Run 1, close-up of the layout:
Region (24, 24) to (49, 49) microns. Cells in gray, sequential cells in the stronger gray; small squares are vias.
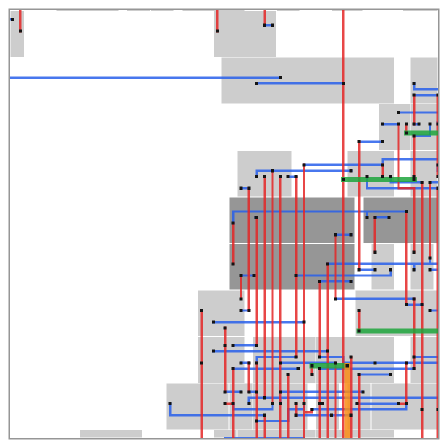
Run 1, cell classes on the final placement:
Drawn at 4 px/micron. Fill, decap, tap and diode cells in gray.
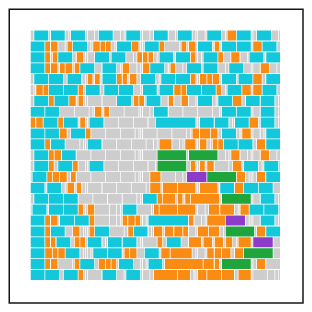
Run 1, clock network drawn from the DEF:
Drawn at 8 px/micron.
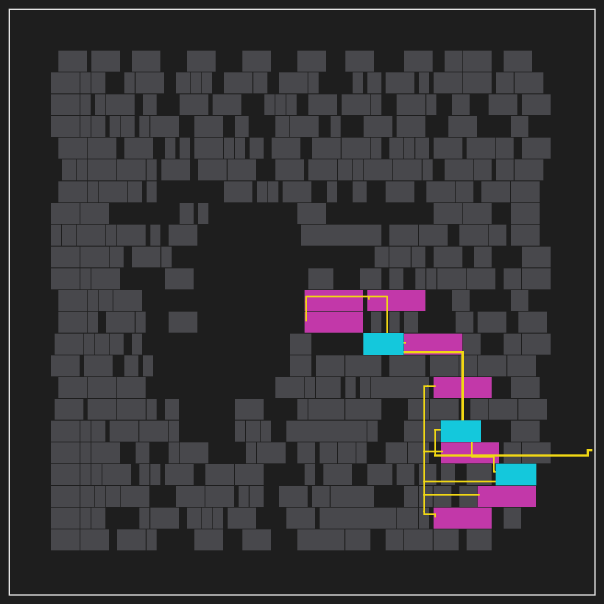
Run 1, placement density heat map:
Drawn at 4 px/micron. The die is cut into 7 by 7 equal tiles; black is low, pale yellow is high, 0 to 100% covered.
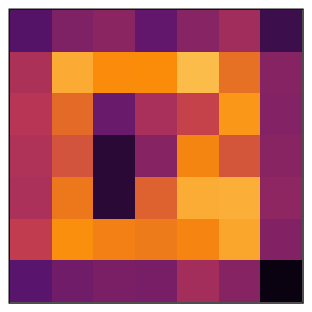
[config.mk]
export PLATFORM = sky130hd
export DESIGN_NAME = mm_arbiter
export DESIGN_NICKNAME = d
export VERILOG_FILES = /design/src/rtl/mm_pkg.sv /design/src/rtl/mm_arb_prio.sv /design/src/rtl/mm_arbiter.sv
export SDC_FILE = /design/constraint.sdc
export NUM_CORES = 1
export LEC_CHECK = 0
export CORE_MARGIN = 5
export CORE_UTILIZATION = 29
export CTS_CLUSTER_SIZE = 16
export DETAILED_ROUTE_END_ITERATION = 10
export GPL_TIMING_DRIVEN = 0
export PLACE_DENSITY = 0.88
export REMOVE_ABC_BUFFERS = 1
export SYNTH_ARGS = -nofsm -noshare
export SYNTH_HDL_FRONTEND = slang
export SYNTH_SLANG_ARGS = --single-unit
[constraint.sdc]
create_clock -name clk -period 4.48 [get_ports clk]
set_input_delay 0.448 -clock clk [delete_from_list [all_inputs] [get_ports clk]]
set_output_delay 0.448 -clock clk [all_outputs]
set_load 0.01 [all_outputs]
[src/rtl/mm_pkg.sv]
// Shared types and constants for the two-master memory-mapped arbiter.
// Round-robin arbitration is selected by defining ARB_ROUND_ROBIN_EN.
package mm_pkg;

  localparam int MM_ADDR_W = 16;
  localparam int MM_DATA_W = 16;

  localparam int MST_CPU = 0;
  localparam int MST_DMA = 1;

  typedef enum logic [1:0] {
    IDLE  = 2'd0,
    LOCK0 = 2'd1,
    LOCK1 = 2'd2
  } arb_state_t;

  // Turns a master index into its one-hot grant/valid pattern.
  function automatic logic [1:0] mst_onehot(input logic idx);
    return idx ? 2'b10 : 2'b01;
  endfunction

endpackage

[src/rtl/mm_arb_prio.sv]
// Two-way grant selection used while the arbiter is idle.
// ARB_ROUND_ROBIN_EN: ties go to the master named by ptr; otherwise the CPU always wins.
module mm_arb_prio
  import mm_pkg::*;
(
`ifdef ARB_ROUND_ROBIN_EN
  input  logic       ptr,
`endif
  input  logic [1:0] req,
  output logic [1:0] gnt
);

  always_comb begin
    gnt = req;
    if (req[MST_CPU] && req[MST_DMA]) begin
`ifdef ARB_ROUND_ROBIN_EN
      gnt = mst_onehot(ptr);
`else
      gnt = mst_onehot(1'b0);
`endif
    end
  end

endmodule

[src/rtl/mm_arbiter.sv]
// Two-master memory-mapped bus arbiter with locked bursts and 1-cycle read return.
// Define ARB_ROUND_ROBIN_EN for round-robin tie-breaking; default is fixed CPU priority.
module mm_arbiter
  import mm_pkg::*;
#(
  parameter int ADDR_W   = MM_ADDR_W,
  parameter int DATA_W   = MM_DATA_W,
  parameter int MAX_LOCK = 8
) (
  input  logic              clk,
  input  logic              rst,
  input  logic [1:0]        m_req,
  input  logic [1:0]        m_lock,
  input  logic [1:0]        m_we,
  input  logic [ADDR_W-1:0] m0_addr,
  input  logic [ADDR_W-1:0] m1_addr,
  input  logic [DATA_W-1:0] m0_wdata,
  input  logic [DATA_W-1:0] m1_wdata,
  output logic [1:0]        m_gnt,
  output logic [1:0]        m_rvalid,
  output logic [DATA_W-1:0] m_rdata,
  output logic [ADDR_W-1:0] addr,
  output logic [DATA_W-1:0] wdata,
  output logic              mm_we,
  output logic              mm_re,
  input  logic [DATA_W-1:0] rdata
);

  localparam int CNT_W = $clog2(MAX_LOCK + 1);

  arb_state_t       state, state_nxt;
  logic [CNT_W-1:0] lock_cnt, lock_cnt_nxt;
  logic [1:0]       prio_gnt, gnt;
  logic             busy, sel, lock_own, last_beat;
  logic             rd_valid, rd_owner;
`ifdef ARB_ROUND_ROBIN_EN
  logic             ptr, ptr_nxt;
`endif

  mm_arb_prio u_prio (
`ifdef ARB_ROUND_ROBIN_EN
    .ptr (ptr),
`endif
    .req (m_req),
    .gnt (prio_gnt)
  );

  assign lock_own  = (state == LOCK1);
  assign last_beat = (lock_cnt >= CNT_W'(MAX_LOCK - 1));

  // Grants are suppressed in the reset cycle so no slave strobe escapes.
  always_comb begin
    gnt = 2'b00;
    if (!rst) begin
      case (state)
        IDLE:    gnt = prio_gnt;
        LOCK0:   gnt[MST_CPU] = m_req[MST_CPU];
        LOCK1:   gnt[MST_DMA] = m_req[MST_DMA];
        default: gnt = 2'b00;
      endcase
    end
  end

  assign busy  = |gnt;
  assign sel   = gnt[MST_DMA];
  assign m_gnt = gnt;

  assign addr  = busy ? (sel ? m1_addr  : m0_addr)  : '0;
  assign wdata = busy ? (sel ? m1_wdata : m0_wdata) : '0;
  assign mm_we = busy &  m_we[sel];
  assign mm_re = busy & ~m_we[sel];

  // The IDLE beat that starts a lock counts as the first beat of the burst.
  always_comb begin
    state_nxt    = state;
    lock_cnt_nxt = lock_cnt;
`ifdef ARB_ROUND_ROBIN_EN
    ptr_nxt      = ptr;
`endif
    case (state)
      IDLE: begin
        if (busy) begin
`ifdef ARB_ROUND_ROBIN_EN
          ptr_nxt = ~sel;
`endif
          if (m_lock[sel] && (MAX_LOCK > 1)) begin
            state_nxt    = sel ? LOCK1 : LOCK0;
            lock_cnt_nxt = CNT_W'(1);
          end
        end
      end
      LOCK0, LOCK1: begin
        if (!m_lock[lock_own] || (busy && last_beat)) begin
          state_nxt    = IDLE;
          lock_cnt_nxt = '0;
`ifdef ARB_ROUND_ROBIN_EN
          ptr_nxt      = ~lock_own;
`endif
        end else if (busy) begin
          lock_cnt_nxt = lock_cnt + CNT_W'(1);
        end
      end
      default: begin
        state_nxt    = IDLE;
        lock_cnt_nxt = '0;
      end
    endcase
  end

  always_ff @(posedge clk) begin
    if (rst) begin
      state    <= IDLE;
      lock_cnt <= '0;
      rd_valid <= 1'b0;
      rd_owner <= 1'b0;
`ifdef ARB_ROUND_ROBIN_EN
      ptr      <= 1'b0;
`endif
    end else begin
      state    <= state_nxt;
      lock_cnt <= lock_cnt_nxt;
      rd_valid <= mm_re;
      if (mm_re) begin
        rd_owner <= sel;
      end
`ifdef ARB_ROUND_ROBIN_EN
      ptr      <= ptr_nxt;
`endif
    end
  end

  // A read still in flight when reset arrives is dropped immediately.
  assign m_rvalid = (rd_valid && !rst) ? mst_onehot(rd_owner) : 2'b00;
  assign m_rdata  = (rd_valid && !rst) ? rdata : '0;

endmodule
==> results.toml, run 1 <==
# physical design summary
[run_status]
status = "completed"

[global_route]
grt_pass1_vias = 1818
grt_pass1_wl_mm = 8.059
met2_usage_pct = 34.76
antenna_found_initial = 0
grt_start_max_net_pins = 40
grt.busiest_layer = "met2"
grt.overflow.total = 0
met3_usage_pct = 7.438
grt_use_total_pct = 18.34
grtUsageMet1_pct = 18.72

[sta]
rsz0062_at_grt = "false"
finalWorstSetupSlack_ns = 0.9113
fin_crit_sh_pct = 79.66
finalSetupViolations = 0
finalHoldViolCount = 0
finClkSkew_ns = 0.006923
fmax_mhz = 280.2
relSlewSlack_pct = 47.33
worst_pin_slew_ns = 0.7885
slew_viol_final = 0
fin_crit_ns = 3.569

[power_and_ir_drop]
p_clk_uw = 85.8
power.internal_uw = 383.9
p_sw_share_pct = 38.14
power_leader = "combinational cells"
pg_seq_uw = 98.4
ir_drop_uv = 112.2
clock_power_share_pct = 13.8
pg_comb_uw = 436
p_comb_share_pct = 70.3
leakage_nw = 1.127
p_seq_share_pct = 15.9
p_sw_uw = 236.7
pwr_density_cell_nw_per_um2 = 231.2

[die]
num_tap_cells = 50
die_width_microns = 73.04
coreArea_sq_um = 3914
chipArea_sq_um = 5334
rows = 23
die_height_microns = 73.04
fp-utilization_pct = 29.44
ios = 142

[clock_network]
clkTransAtPathRegs_ns = 0.04
cts_sinks = 8
cts-root-to-sink-buffers = 2
clock_latency_ns = 0.23
cts-buffers-inserted = 3
cts_max_level = 1
tritoncts = "built"
post-cts-setup-buffer-count = 0
cts_hold_buffers = 0
cts_resized = 0
cts_root_buf = "clkbuf_8"

[detailed_routing]
routed_wl_mm = 5.201
drt_iter0_drc = 59
met3_wirelength_microns = 653
wl_per_cell_microns = 13.87
dr.pass1.iters = 4
dr_total_vias = 1826
top_layer = "met4"
drc = 0
postRouteAntennaNets = 0
avgViaCountPerCell = 4.869
met2_length_mm = 2.615
drt-met1-wl_mm = 1.882

[cells_and_area]
drive_above_1_share_pct = 3.385
final_layout_top_logic_cells = "clkdlybuf4s50_1, nand2_1, nand3_1"
clock_buffers = 3
sh_comb_area_pct = 34.83
diodes = 0
comb_area_sq_um = 934.6
nonClkBufAreaFrac_pct = 54.64
inverters_excl_clock = 5
nNetsFinal = 420
design.seq.count = 8
dominant_cells = "non-clock buffers"
num-multi-input-gates = 166
buffers_excl_clock = 143
finalNonFillerCells = 375
seq_area_share_pct = 5.967
num-fill-cells = 339
area_delta_synth_final_pct = 132.9
final_util_pct = 68.57
clkCellAreaFrac_pct = 1.538
lay_top_count = "clkdlybuf4s50_1"
seq_area_sq_um = 160.2

[synthesis]
ys_seq_share_pct = 13.90
ys_ff = 8
logic_family = "simple AND/OR/NAND/NOR gates"
synthArstFlopShare_pct = 0
edf_count = 0
ys_types = 32
ys.flop_type = "dfxtp_1"
simple_gate_share_pct = 57.98
fa_ha_area_share_pct = 5.429
ys_cells = 192
postSynthAreaPerCell_sq_um = 6.002
syn_area_sq_um = 1152
aoi_share_pct = 14.66
syn_inst = 192
yosys_warnings = 0
synth-area-yosys_sq_um = 1152
mux_area_share_pct = 2.172
xor_share_pct = 0

[flow_run]
drv_cap = 0
tool_warnings = 28

[setup_path]
worstPathBufferInverterCount = 4
crit_path_start_kind = "primary input"
critPathMaxFanout = 39
cp.required_ns = 4.03
endpoint_kind = "output port"
slowest_stage = "clkdlybuf4s50_1"
cp.arrival_ns = 3.12
cpLargestDelayFamily = "buffers and inverters"
path_cells = "clkdlybuf4s50_1 -> nor2b_1 -> o21ai_4 -> buf_16 -> inv_2 -> nand2_1 -> nand2_1 -> clkdlybuf4s50_1"
worstSetupPathType = "primary input to output port"
crit_path_max_incr_delay_ns = 0.64

[placement]
gp_congestion = 0.7152
dp_hpwl_mm = 4.330
dp.cells = 372
io_buffers = 141
dp_slack_ns = 0.9212

[min_path]
hp-class = "register to register"
-- 'close-up of the layout' (at the start) --
M2: marked red. M3: marked green. M1: marked blue. M4: marked orange.
Sequential cells in the window: 3. 24 logic cells have their middle in the window. Netlist names of flops here include state (2), rd_owner (1). Most frequent: dfxtp_1 (3).

-- 'cell classes on the final placement' (at the start) --
registers: marked green, cells 8, share of their area 6.1%. remaining logic cells: marked orange, cells 171, share of their area 36%. remaining buffers and delay cells: marked cyan, cells 143, share of their area 56%. clock-net drivers: marked purple, cells 3, share of their area 1.6%.

-- 'clock network drawn from the DEF' (at the start) --
flip-flops: marked magenta, count 8. clock wires: marked yellow, length 120 microns. clock-net drivers: marked cyan, count 3.
There are 4 routed clock nets.

-- 'placement density heat map' (at the start) --
The fullest tile reaches 85%. The mean over all tiles is 49%. 14% of the tiles are over 75% full.

## run 1: sequential cells by signal, summed over array words and instances (netlist names)
register and count:
lock_cnt 4, rd_valid 1, state 2, rd_owner 1
## run 1: per-stage QoR
stage          instance area (sq um)  TNS [ns]  total power [mW]  hold WS (ns)
3_3_place_gp                    2577  -0.09957            0.5076        0.4804
5_1_grt                         2684         0            0.6628        0.5498
6_report                        2684         0            0.6206        0.5057
4_1_cts                         2684         0            0.6264        0.5035
2_1_floorplan                   1104         0            0.2942        0.4654
3_5_place_dp                    2643         0            0.5383        0.5004
## run 1: path summary, 6_finish.rpt
kind | from | to | slack [ns] | cells after the start
setup / recovery | rst | wdata[6] | 0.91 | 8
hold / removal | lock_cnt[1]$_SDFFE_PP0P_ | lock_cnt[1]$_SDFFE_PP0P_ | 0.51 | 2
setup reg to reg | state[0]$_SDFFE_PP0P_ | lock_cnt[2]$_SDFFE_PP0P_ | 1.66 | 9
hold reg to reg | lock_cnt[1]$_SDFFE_PP0P_ | lock_cnt[1]$_SDFFE_PP0P_ | 0.51 | 2
## run 1: synthesized netlist by cell type, types with 2 or more instances
| library cell | count | area share [%] |
|---|---|---|
| nand2_1 | 68 | 22 |
| nand3_1 | 34 | 15 |
| and2_1 | 18 | 9.8 |
| clkbuf_1 | 12 | 3.9 |
| dfxtp_1 | 8 | 14 |
| ha_1 | 5 | 5.4 |
| inv_1 | 4 | 1.3 |
| nand2b_1 | 4 | 2.2 |
| nor2_1 | 4 | 1.3 |
| nor2b_1 | 4 | 2.2 |
| a211o_1 | 3 | 2.3 |
| o21ai_0 | 3 | 1.3 |
| a21o_1 | 2 | 1.3 |
| a21oi_1 | 2 | 0.87 |
| nand4_1 | 2 | 1.1 |
| nand4b_1 | 2 | 1.5 |
| o31ai_1 | 2 | 1.3 |
==> inputs of run 2 (changes only) <==
--- a/config.mk
+++ b/config.mk
@@ -6,11 +6,11 @@
 export NUM_CORES = 1
 export LEC_CHECK = 0
 export CORE_MARGIN = 5
-export CORE_UTILIZATION = 29
+export CORE_UTILIZATION = 26
 export CTS_CLUSTER_SIZE = 16
 export DETAILED_ROUTE_END_ITERATION = 10
 export GPL_TIMING_DRIVEN = 0
-export PLACE_DENSITY = 0.88
+export PLACE_DENSITY = 0.8
 export REMOVE_ABC_BUFFERS = 1
 export SYNTH_ARGS = -nofsm -noshare
 export SYNTH_HDL_FRONTEND = slang
==> constraint.sdc (replaced) <==
create_clock -name clk -period 3.6 [get_ports clk]
set_input_delay 0.36 -clock clk [delete_from_list [all_inputs] [get_ports clk]]
set_output_delay 0.36 -clock clk [all_outputs]
set_load 0.01 [all_outputs]
==> run 2 against run 1 <==
  * Register-to-register slack lost 0.92 ns
  * Count of clock-buffer cells in the layout is the same
  * Global-route usage shrank 2.5 points
  * Via count shrank 2.8%
  * Sequential share of layout area is essentially flat
  * Worst hold slack lost 0.0046 ns
  * Critical path depth is the same
  * Total power grew 24%
  * Highest routed layer unchanged
==> results.toml, run 2 <==
# physical design summary
[power_and_ir_drop]
post-layout-total-power_uw = 766.8
p_seq_share_pct = 15.9
power.internal_uw = 477.2
ir_drop_uv = 138.4
leakage_nw = 1.127
p_comb_share_pct = 70.1
p_sw_uw = 289.7
p_sw_share_pct = 37.77
pwr_density_cell_nw_per_um2 = 285.5

[min_path]
hp-class = "register to register"
holdPathEnd = "rd_owner$_SDFFE_PP0P_"
min_from = "rd_owner$_SDFFE_PP0P_"

[setup_path]
regToRegSetupSlack_ns = 0.74
reg2reg_to = "lock_cnt[2]$_SDFFE_PP0P_"
r2r_start = "state[0]$_SDFFE_PP0P_"
cpLargestDelayFamily = "buffers and inverters"
endpoint_kind = "output port"
cp.arrival_ns = 3.00
crit_cells = 8
critPathMaxFanout = 39
worstPathBufferInverterCount = 4
crit_path_start_kind = "primary input"
worstSetupPathType = "primary input to output port"
crit_start = "rst"
crit_path_max_incr_delay_ns = 0.64
crit_end = "wdata[6]"
reg2reg_depth = 9
path_cells = "clkdlybuf4s50_1 -> nor2b_1 -> o21ai_4 -> buf_16 -> inv_2 -> nand2_1 -> nand2_1 -> clkdlybuf4s50_1"

[cells_and_area]
largest_register_ffs = 4
lay_top_count = "clkdlybuf4s50_1"
final_util_pct = 62.12
comb_area_sq_um = 934.6
final_layout_top_logic_cells = "clkdlybuf4s50_1, nand2_1, nand3_1"
nNetsFinal = 420
drive_above_1_share_pct = 3.385
diodes = 0
registers.top_by_ff_count = "lock_cnt"
num-fill-cells = 398
seq_area_sq_um = 160.2

[clock_network]
cts-root-to-sink-buffers = 2
cts-buffers-inserted = 3
cts_root_buf = "clkbuf_8"
clock_latency_ns = 0.23
post-cts-setup-buffer-count = 0
cts_sinks = 8
clkTransAtPathRegs_ns = 0.04

[placement]
dp_hpwl_mm = 4.102
io_buffers = 141

[synthesis]
yosys_warnings = 0
top_cells_by_count = "nand2_1, nand3_1, and2_1"
synth-area-yosys_sq_um = 1152
edf_count = 0
aoi_share_pct = 14.66
logic_family = "simple AND/OR/NAND/NOR gates"
synth_top_area_share_pct = 22.15
postSynthAreaPerCell_sq_um = 6.002
ys_ff = 8
syn_area_sq_um = 1152
yosys.cell_count.top_type = "nand2_1"
syn_inst = 192
simple_gate_share_pct = 57.98

[detailed_routing]
avgViaCountPerCell = 4.706
wl_per_cell_microns = 12.92
routed_wl_mm = 4.871
drt_iter0_drc = 55
dr.pass1.iters = 4
postRouteAntennaNets = 0
dr_total_vias = 1774

[flow_run]
tool_warnings = 28
drv_cap = 0

[global_route]
antenna_found_initial = 0
grt_pass1_wl_mm = 7.921
grt.overflow.total = 0
grt_pass1_vias = 1750

[die]
chipArea_sq_um = 5864
rows = 24
coreArea_sq_um = 4324
die_width_microns = 76.58
ios = 142

[sta]
finClkSkew_ns = 0.005533
slew_viol_final = 0
relSlewSlack_pct = 47.50
fin_crit_ns = 3.363
worst_pin_slew_ns = 0.7866
finalSetupViolations = 0
fmax_mhz = 297.3
rsz0062_at_grt = "false"
fin_crit_sh_pct = 93.42

[run_status]
status = "completed"
[run 2: cell counts after synthesis]
Identical to the previous run, type by type.
[run 2: kinds of logic after synthesis]
family	count (synthesis)
AND/OR/NAND/NOR	140
multiplexers	2
flip-flops	8
AND-OR/OR-AND	19
adder cells (fa/ha/maj)	5
buffers and inverters	18
[run 2: per-stage QoR]
| stage | setup WS, ns | std cells | hold WS (ns) | TNS [ns] | instance area (sq um) |
|---|---|---|---|---|---|
| after global placement | -0.8348 | 372 | 0.4879 | -25.84 | 2580 |
| after CTS | 0.2165 | 377 | 0.5084 | 0 | 2686 |
| after detailed placement | 0.2269 | 374 | 0.4989 | 0 | 2645 |
| after floorplan | 0.5863 | 179 | 0.4324 | 0 | 1104 |
| final | 0.2368 | 377 | 0.5011 | 0 | 2686 |
| after global routing | 0.01637 | 377 | 0.5537 | 0 | 2686 |
[run 2: area by class of cell]
class | instances | area share [%]
clock buffer | 3 | 1.537
sequential | 8 | 5.962
tap | 52 | 2.422
multi-input combinational | 166 | 34.79
timing repair buffer | 143 | 54.59
inverter | 5 | 0.6986
[run 2: tightest hold or removal path: stages, from the launching register on]
cell and delay, ns:
dfxtp_1 0.33, a21oi_1 0.06, nor2_1 0.07
[run 2: power groups by stage]
stage | Clock, mW | Sequential [mW] | Combinational (mW)
after CTS | 0.114 | 0.121 | 0.545
after floorplan | 0 | 0.118 | 0.248
after global placement | 0 | 0.122 | 0.514
final | 0.108 | 0.122 | 0.537
after detailed placement | 0 | 0.123 | 0.542
after global routing | 0.119 | 0.123 | 0.588
[run 2: routing by layer]
layer / GRT usage [%] / vias up / routed length [microns]
li1: - / 910 / -
met1: 17.07 / 753 / 1904
met2: 28.17 / 105 / 2312
met3: 7.092 / 6 / 599
met4: 3.846 / 0 / 55
met5: 0 / - / 0
Run 2, close-up of the layout:
Region (26, 26) to (51, 51) microns. Cells in gray, sequential cells in the stronger gray; small squares are vias.
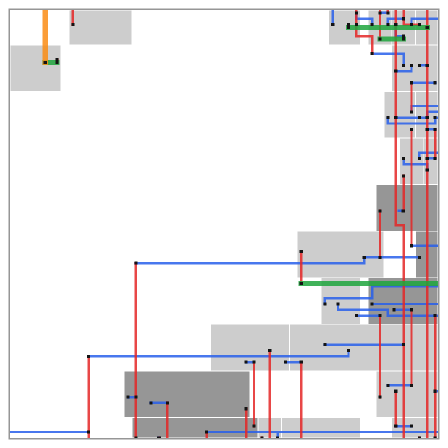
M3: marked green. M1: marked blue. M2: marked red. M4: marked orange.
Sequential cells in the window: 2. 16 logic cells have their middle in the window. Netlist names of flops here include lock_cnt (1), state (1).

==> inputs of run 3 (changes only) <==
--- a/config.mk
+++ b/config.mk
@@ -15,3 +15,4 @@
 export SYNTH_ARGS = -nofsm -noshare
 export SYNTH_HDL_FRONTEND = slang
 export SYNTH_SLANG_ARGS = --single-unit
+export TNS_END_PERCENT = 5
==> run 3 against run 2 <==
  * Via count did not move
  * Clock power about the same
  * Worst hold slack unchanged
  * Clock skew unchanged
  * Core utilization unchanged
  * Highest routed layer unchanged
==> results.toml, run 3 <==
# physical design summary
[sta]
worst_pin_slew_ns = 0.7866
finalWorstSetupSlack_ns = 0.2368
fin_crit_ns = 3.363
finalSetupViolations = 0
fin_crit_sh_pct = 93.42
finalHoldViolCount = 0
fmax_mhz = 297.3
finClkSkew_ns = 0.005533
slew_viol_final = 0

[global_route]
grt_use_total_pct = 15.87
met3_usage_pct = 7.092
grt_start_max_net_pins = 40
grt_pass1_wl_mm = 7.921
met2_usage_pct = 28.17
grt_pass1_vias = 1750

[setup_path]
worstSetupPathType = "primary input to output port"
critPathMaxFanout = 39
cp.required_ns = 3.24
slowest_stage = "clkdlybuf4s50_1"
worstPathBufferInverterCount = 4
endpoint_kind = "output port"
cp.arrival_ns = 3.00
crit_path_start_kind = "primary input"
crit_path_max_incr_delay_ns = 0.64
cpLargestDelayFamily = "buffers and inverters"

[detailed_routing]
met2_length_mm = 2.312
drt_iter0_drc = 55
top_layer = "met4"
avgViaCountPerCell = 4.706
wl_per_cell_microns = 12.92
postRouteAntennaNets = 0
met3_wirelength_microns = 599
routed_wl_mm = 4.871
dr_total_vias = 1774

[die]
ios = 142
rows = 24
fp-utilization_pct = 26.65
coreArea_sq_um = 4324
die_height_microns = 76.58

[cells_and_area]
top_regs = "lock_cnt (4), state (2)"
area_delta_synth_final_pct = 133.1
lay_top_count = "clkdlybuf4s50_1"
drive_above_1_share_pct = 3.385
nNetsFinal = 420
comb_area_sq_um = 934.6
num-fill-cells = 398
final_layout_top_logic_cells = "clkdlybuf4s50_1, nand2_1, nand3_1"

[min_path]
hp-class = "register to register"

[synthesis]
syn_area_sq_um = 1152
postSynthAreaPerCell_sq_um = 6.002
yosys.cell_count.top_type = "nand2_1"
ys.flop_type = "dfxtp_1"
edf_count = 0
area_leaders = "nand2_1, nand3_1, dfxtp_1"
synth-area-yosys_sq_um = 1152
yosys.area.top_type = "nand2_1"
yosys_warnings = 0
synth_top_area_share_pct = 22.15

[placement]
dp_slack_ns = 0.2269
io_buffers = 141

[clock_network]
cts-buffers-inserted = 3
cts_max_level = 1
clock_latency_ns = 0.23
cts-root-to-sink-buffers = 2
post-cts-setup-buffer-count = 0
cts_sinks = 8
cts_root_buf = "clkbuf_8"
cts_resized = 0

[power_and_ir_drop]
p_comb_share_pct = 70.1
pwr_density_cell_nw_per_um2 = 285.5
ir_drop_uv = 138.4
p_sw_uw = 289.7
p_sw_share_pct = 37.77
p_seq_share_pct = 15.9

[run_status]
status = "completed"
run 3: cell counts in the layout (fill, tap and decap cells not counted):
Identical to the previous run, type by type.
run 3: power groups by stage:
stage / logic, mW / clock network (mW) / registers (mW)
6_report: 0.537 / 0.108 / 0.122
3_5_place_dp: 0.542 / 0 / 0.123
4_1_cts: 0.545 / 0.114 / 0.121
3_3_place_gp: 0.514 / 0 / 0.122
2_1_floorplan: 0.248 / 0 / 0.118
5_1_grt: 0.588 / 0.119 / 0.123
run 3: worst paths after layout:
| check | start | endpoint | slack, ns | cells after the start |
|---|---|---|---|---|
| setup reg to reg | state[0]$_SDFFE_PP0P_ | lock_cnt[2]$_SDFFE_PP0P_ | 0.74 | 9 |
| hold / removal | rd_owner$_SDFFE_PP0P_ | rd_owner$_SDFFE_PP0P_ | 0.50 | 2 |
| hold reg to reg | rd_owner$_SDFFE_PP0P_ | rd_owner$_SDFFE_PP0P_ | 0.50 | 2 |
| setup / recovery | rst | wdata[6] | 0.24 | 8 |
run 3: through the flow:
stage / TNS, ns / cells / utilization [%] / instance area, sq um
after detailed placement: 0 / 374 / 61.17 / 2645
after CTS: 0 / 377 / 62.12 / 2686
after global routing: 0 / 377 / 62.12 / 2686
after floorplan: 0 / 179 / - / 1104
after global placement: -25.84 / 372 / 59.66 / 2580
final: 0 / 377 / 62.12 / 2686
run 3: cell type report:
cell class	instances	area share (%)
sequential	8	5.962
tap	52	2.422
multi-input combinational	166	34.79
clock buffer	3	1.537
timing repair buffer	143	54.59
inverter	5	0.6986
run 3: cells by family (layout without fill, tap and decap cells):
family          Yosys count  count (layout)  synth area share (%)
simple gates            140             140                 57.98
compound gates           19              19                 14.66
buf+inv                  18             151                 5.862
flops                     8               8                 13.90
fa+ha+maj                 5               5                 5.429
mux                       2               2                 2.171
Run 3, placement density heat map:
Drawn at 4 px/micron. The die is cut into 8 by 8 equal tiles; black is low, pale yellow is high, 0 to 100% covered.
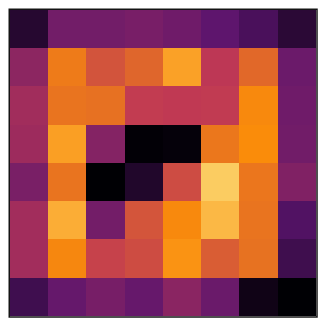
The densest ninth of the die: east. The fullest tile reaches 89%. 9.4% of the tiles are over 75% full. 6.2% of the tiles are nearly empty. The mean over all tiles is 45%.

No activity file was given, so power comes from the tool's default toggle rates.
